**config.mk**
```make
export PLATFORM = sky130hd
export DESIGN_NAME = alu_cmd_issuer
export DESIGN_NICKNAME = d
export VERILOG_FILES = /design/src/rtl/alu_pkg.sv /design/src/rtl/alu_cmd_issuer.sv
export SDC_FILE = /design/constraint.sdc
export NUM_CORES = 1
export LEC_CHECK = 0
export ABC_AREA = 0
export CAP_MARGIN = 10
export CORE_ASPECT_RATIO = 0.5
export CORE_MARGIN = 2
export CORE_UTILIZATION = 40
export CTS_BUF_LIST = sky130_fd_sc_hd__clkbuf_16
export CTS_CLUSTER_DIAMETER = 40
export DETAILED_ROUTE_END_ITERATION = 16
export GPL_TIMING_DRIVEN = 0
export PLACE_DENSITY_LB_ADDON = 0.05
export SKIP_CTS_REPAIR_TIMING = 1
export SLEW_MARGIN = 5
export SYNTH_ARGS = -nofsm -noshare
export SYNTH_HDL_FRONTEND = slang
export SYNTH_SLANG_ARGS = --single-unit
```
**constraint.sdc**
```tcl
create_clock -name clk -period 4.87 [get_ports clk]
set_input_delay 1.461 -clock clk [delete_from_list [all_inputs] [get_ports clk]]
set_output_delay 1.461 -clock clk [all_outputs]
set_load 0.05 [all_outputs]
```
**src/rtl/alu_pkg.sv**
```systemverilog
// Shared types for the sequential ALU and its command issuer.
// Opcode encoding, legality check, response bundle and issuer states.
package alu_pkg;

  localparam int ALU_W   = 8;
  localparam int ALU_TAG = 4;

  typedef enum logic [3:0] {
    OP_ADD = 4'b0000,
    OP_SUB = 4'b0001,
    OP_AND = 4'b0010,
    OP_OR  = 4'b0011,
    OP_XOR = 4'b0100,
    OP_SLL = 4'b0101,
    OP_SRL = 4'b0110,
    OP_SRA = 4'b0111,
    OP_SLT = 4'b1000
  } alu_op_e;

  typedef enum logic [1:0] {
    S_IDLE = 2'b00,
    S_WAIT = 2'b01,
    S_RESP = 2'b10
  } issuer_state_e;

  // Default-width response bundle as seen by a consumer.
  typedef struct packed {
    logic [ALU_W-1:0]   data;
    logic [3:0]         flags;
    logic [ALU_TAG-1:0] tag;
    logic               err;
  } rsp_t;

  function automatic logic is_legal_op(input logic [3:0] op);
    return op <= OP_SLT;
  endfunction

endpackage

```
**src/rtl/alu_cmd_issuer.sv**
```systemverilog
// Issues one ALU operation at a time over valid/ready and returns
// the registered ALU result, flags and tag as a response.
module alu_cmd_issuer
  import alu_pkg::*;
#(
  parameter int WIDTH   = 8,
  parameter int TAG_W   = 4,
  parameter int ALU_LAT = 1,
  parameter int CNT_W   = 16
) (
  input  logic             clk,
  input  logic             reset,
  input  logic             cmd_valid,
  output logic             cmd_ready,
  input  logic [WIDTH-1:0] cmd_a,
  input  logic [WIDTH-1:0] cmd_b,
  input  logic [3:0]       cmd_op,
  input  logic [TAG_W-1:0] cmd_tag,
  output logic [WIDTH-1:0] alu_a,
  output logic [WIDTH-1:0] alu_b,
  output logic [3:0]       alu_sel,
  input  logic [WIDTH-1:0] alu_out,
  input  logic             alu_z,
  input  logic             alu_c,
  input  logic             alu_n,
  input  logic             alu_v,
  output logic             rsp_valid,
  input  logic             rsp_ready,
  output logic [WIDTH-1:0] rsp_data,
  output logic [3:0]       rsp_flags,
  output logic [TAG_W-1:0] rsp_tag,
  output logic             rsp_err,
  output logic [CNT_W-1:0] op_count,
  output logic [CNT_W-1:0] err_count
);

  issuer_state_e    state;
  logic [2:0]       cnt;
  logic [TAG_W-1:0] tag_q;
  logic             legal;
  logic             issue;
  logic             reject;
  logic             capture;

  assign legal     = is_legal_op(cmd_op);
  assign cmd_ready = (state == S_IDLE);
  assign rsp_valid = (state == S_RESP);
  assign issue     = cmd_ready && cmd_valid && legal;
  assign reject    = cmd_ready && cmd_valid && !legal;
  // Inputs reach the ALU one edge after issue, so count ALU_LAT more.
  assign capture   = (state == S_WAIT) && (cnt == 3'd0);

  always_ff @(posedge clk) begin
    if (reset) begin
      state     <= S_IDLE;
      cnt       <= '0;
      tag_q     <= '0;
      alu_a     <= '0;
      alu_b     <= '0;
      alu_sel   <= 4'b0000;
      rsp_data  <= '0;
      rsp_flags <= '0;
      rsp_tag   <= '0;
      rsp_err   <= 1'b0;
    end else begin
      unique case (state)
        S_IDLE: begin
          if (issue) begin
            alu_a   <= cmd_a;
            alu_b   <= cmd_b;
            alu_sel <= cmd_op;
            tag_q   <= cmd_tag;
            cnt     <= 3'(ALU_LAT);
            state   <= S_WAIT;
          end else if (reject) begin
            rsp_err   <= 1'b1;
            rsp_data  <= '0;
            rsp_flags <= '0;
            rsp_tag   <= cmd_tag;
            state     <= S_RESP;
          end
        end
        S_WAIT: begin
          if (capture) begin
            rsp_data  <= alu_out;
            rsp_flags <= {alu_z, alu_c, alu_n, alu_v};
            rsp_tag   <= tag_q;
            rsp_err   <= 1'b0;
            state     <= S_RESP;
          end else begin
            cnt <= cnt - 3'd1;
          end
        end
        S_RESP: begin
          if (rsp_ready) state <= S_IDLE;
        end
        default: state <= S_IDLE;
      endcase
    end
  end

  always_ff @(posedge clk) begin
    if (reset) begin
      op_count <= '0;
    end else if (capture && op_count != '1) begin
      op_count <= op_count + 1'b1;
    end
  end

  always_ff @(posedge clk) begin
    if (reset) begin
      err_count <= '0;
    end else if (reject && err_count != '1) begin
      err_count <= err_count + 1'b1;
    end
  end

endmodule

```
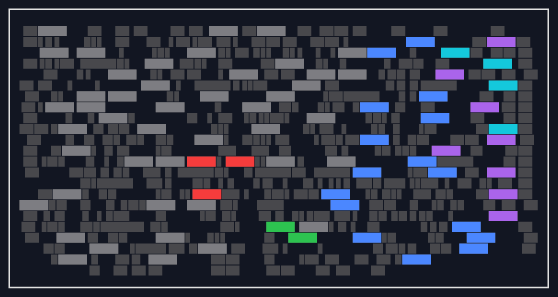
**Above:** where the registers sit.
(4 px per µm)
- green: state (flops 2)
- red: cnt (flops 3)
- cyan: rsp_flags (flops 4; where north-east)
- purple: rsp_data (flops 8)
- blue: op_count (flops 16)
Final Util: 0.6052
fraction of area in registers: 0.3180
Reg area: 1562 µm²

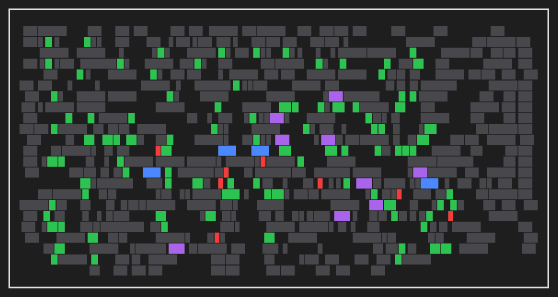
**Above:** gate families picked out.
(4 px per µm)
- red: inverters (cells 8; most used inv_1)
- purple: multiplexers (cells 9; most used mux2i_1)
- green: inverting AOI/OAI gates (cells 95; most used a21oi_1)
- blue: adder and majority cells (cells 4; most used ha_1)
dominant logic cell type in the layout: clkdlybuf4s50_1
non-filler cells, final: 622

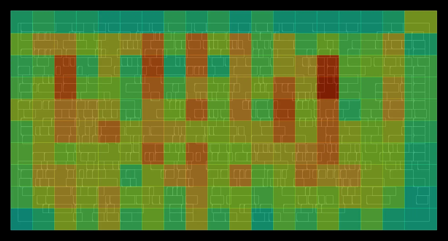
**Above:** routing congestion.
total track usage: 0.1976
met2 Usage GRT: 0.2988
grt met3 use: 0.06652

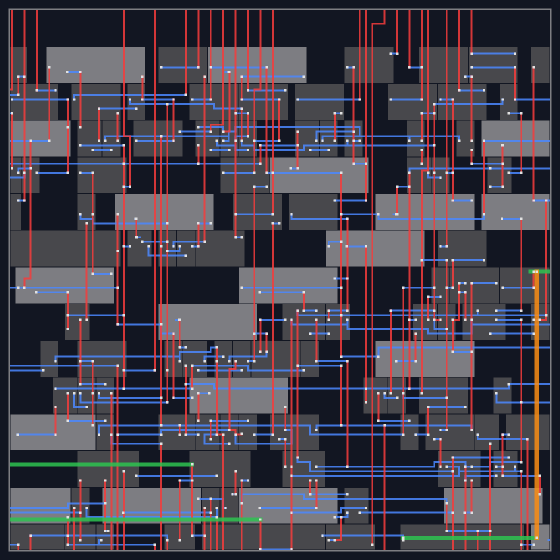
**Above:** close-up of the layout.
Region (47, 28) to (87, 68) µm. Cells in grey, sequential cells in the stronger grey; small squares are vias.
- orange: met4
- green: met3
- blue: met1
- red: met2
- most frequent: nand2_1 (25), clkdlybuf4s50_1 (22), dfxtp_1 (19)
- netlist names of flops here include: alu_b (6), rsp_tag (4), tag_q (4)
- sequential cells in the window: 19
- cells with their middle in the window: 107

[worst min-delay path, delay by kind of cell, from the launching register on]
| family | cells | cell delay, ns |
|---|---|---|
| AND-OR/OR-AND | 1 | 0.05 |
| flip-flops | 1 | 0.30 |
| AND/OR/NAND/NOR | 1 | 0.05 |
[flip-flops by register name, indices dropped and copies added (netlist names)]
signal     cells
alu_a          8
alu_b          8
alu_sel        4
cnt            3
err_count     16
op_count      16
rsp_data       8
rsp_err        1
rsp_flags      4
rsp_tag        4
state          2
tag_q          4
[kinds of logic (layout without fill, tap and decap cells)]
| family | Yosys count | in the layout | synth area share |
|---|---|---|---|
| flip-flops | 78 | 78 | 0.4593 |
| AND-OR/OR-AND | 112 | 112 | 0.2080 |
| adder cells (fa/ha/maj) | 4 | 4 | 0.01472 |
| multiplexers | 9 | 9 | 0.02760 |
| buffers and inverters | 31 | 155 | 0.04637 |
| AND/OR/NAND/NOR | 152 | 152 | 0.2440 |
[layout by cell type (no fill, tap or decap), drive strengths merged, types with 10 or more instances in the layout]
master,n
or3,10
o31ai,13
buf,13
clkbuf,19
nor2,17
a22o,12
o21ai,14
nand4,11
dfxtp,78
clkdlybuf4s50,110
a21oi,56
or4,12
nand2,60
inv,10
[per-layer routing]
layer / wire length (µm) / vias up / track usage
li1: - / 1656 / -
met1: 4453 / 1509 / 0.2741
met2: 3938 / 96 / 0.2988
met3: 542 / 6 / 0.06652
met4: 63 / 0 / 0.04444
met5: 0 / - / 0
[layout make-up]
cell class	count	area (µm²)	share of cell area
Multi-Input combinational cell	277	1680	0.3422
Sequential cell	78	1562	0.3180
Timing Repair Buffer	110	1101	0.2242
Clock buffer	9	225.2	0.04586
Tap cell	112	140.1	0.02853
Buffer	23	127.6	0.02599
Clock inverter	5	45.04	0.009172
Inverter	8	30.03	0.006115
==> results.txt <==
placement row count - 23
P_seq - 0.000674 W
CP Capture Type - primary output
Latency at later pin - 0.33 ns
crit path to - rsp_valid
GRT overflow - 0
Switch Pwr - 0.0003984 W
Flops after synth - 78
DR WL/cell - 14.47 µm
Arrival @ worst endpoint - 2.03 ns
total clock sinks - 78
first-pass GRT wire length - 14.80 mm
Tot Pwr - 0.001540 W
height of the die - 69.19 µm
# Cells Yosys - 386
family with the most delay on the worst path - buffers and inverters
Via-to-Cell Ratio - 5.252
CTS Buf Count - 9
slowest CP cell - clkdlybuf4s50_1
CTS tree - yes
internal power - 0.001141 W
Antenna Cells - 0
dpl cell area - 4641 µm²
sequential power share - 0.438
WHS Endpoint - alu_b[0]$_SDFFE_PP0P_
EDFF count, synth - 0
top cell type's share of synthesized area - 0.4593
YS chip area - 3400 µm²
top cells by count, synth - 78 x dfxtp_1, 60 x nand2_1, 56 x a21oi_1
worst-path cell chain - buf_6 -> inv_1 -> clkbuf_1 -> nor2_1 -> clkdlybuf4s50_1
CP startpoint kind - register
Synth cell types - 53
worst setup margin - 1.379 ns
worst-case clock buffer depth - 2
RSZ-0062 raised after global routing - false
maximum VDD drop - 0.0002044 V
DP Wirelength - 6.356 mm
critical path buffer and inverter count - 4
FP Core Util - 0.4189
Main power group - sequential cells
run status - completed
final setup vio count - 0
htree depth - 3
CP required - 3.41 ns
pre-CTS setup slack - 1.434 ns
Synth area leader - dfxtp_1
hold_sp - alu_b[0]$_SDFFE_PP0P_
Ys Warns - 0
Post-Syn Area - 3400 µm²
Clock Power - 0.000618 W
Starting DRT DRC Count - 200
CP peak stage delay - 0.80 ns
cell count after synthesis - 386
Synth top cell by count - dfxtp_1
combinational group power - 0.000247 W
Die X-Extent - 134.4 µm
pwr/cell area - 313.5 nW/µm²
ys async rst share - 0
Power figures rest on the tool's default switching activity, not on a simulated workload.
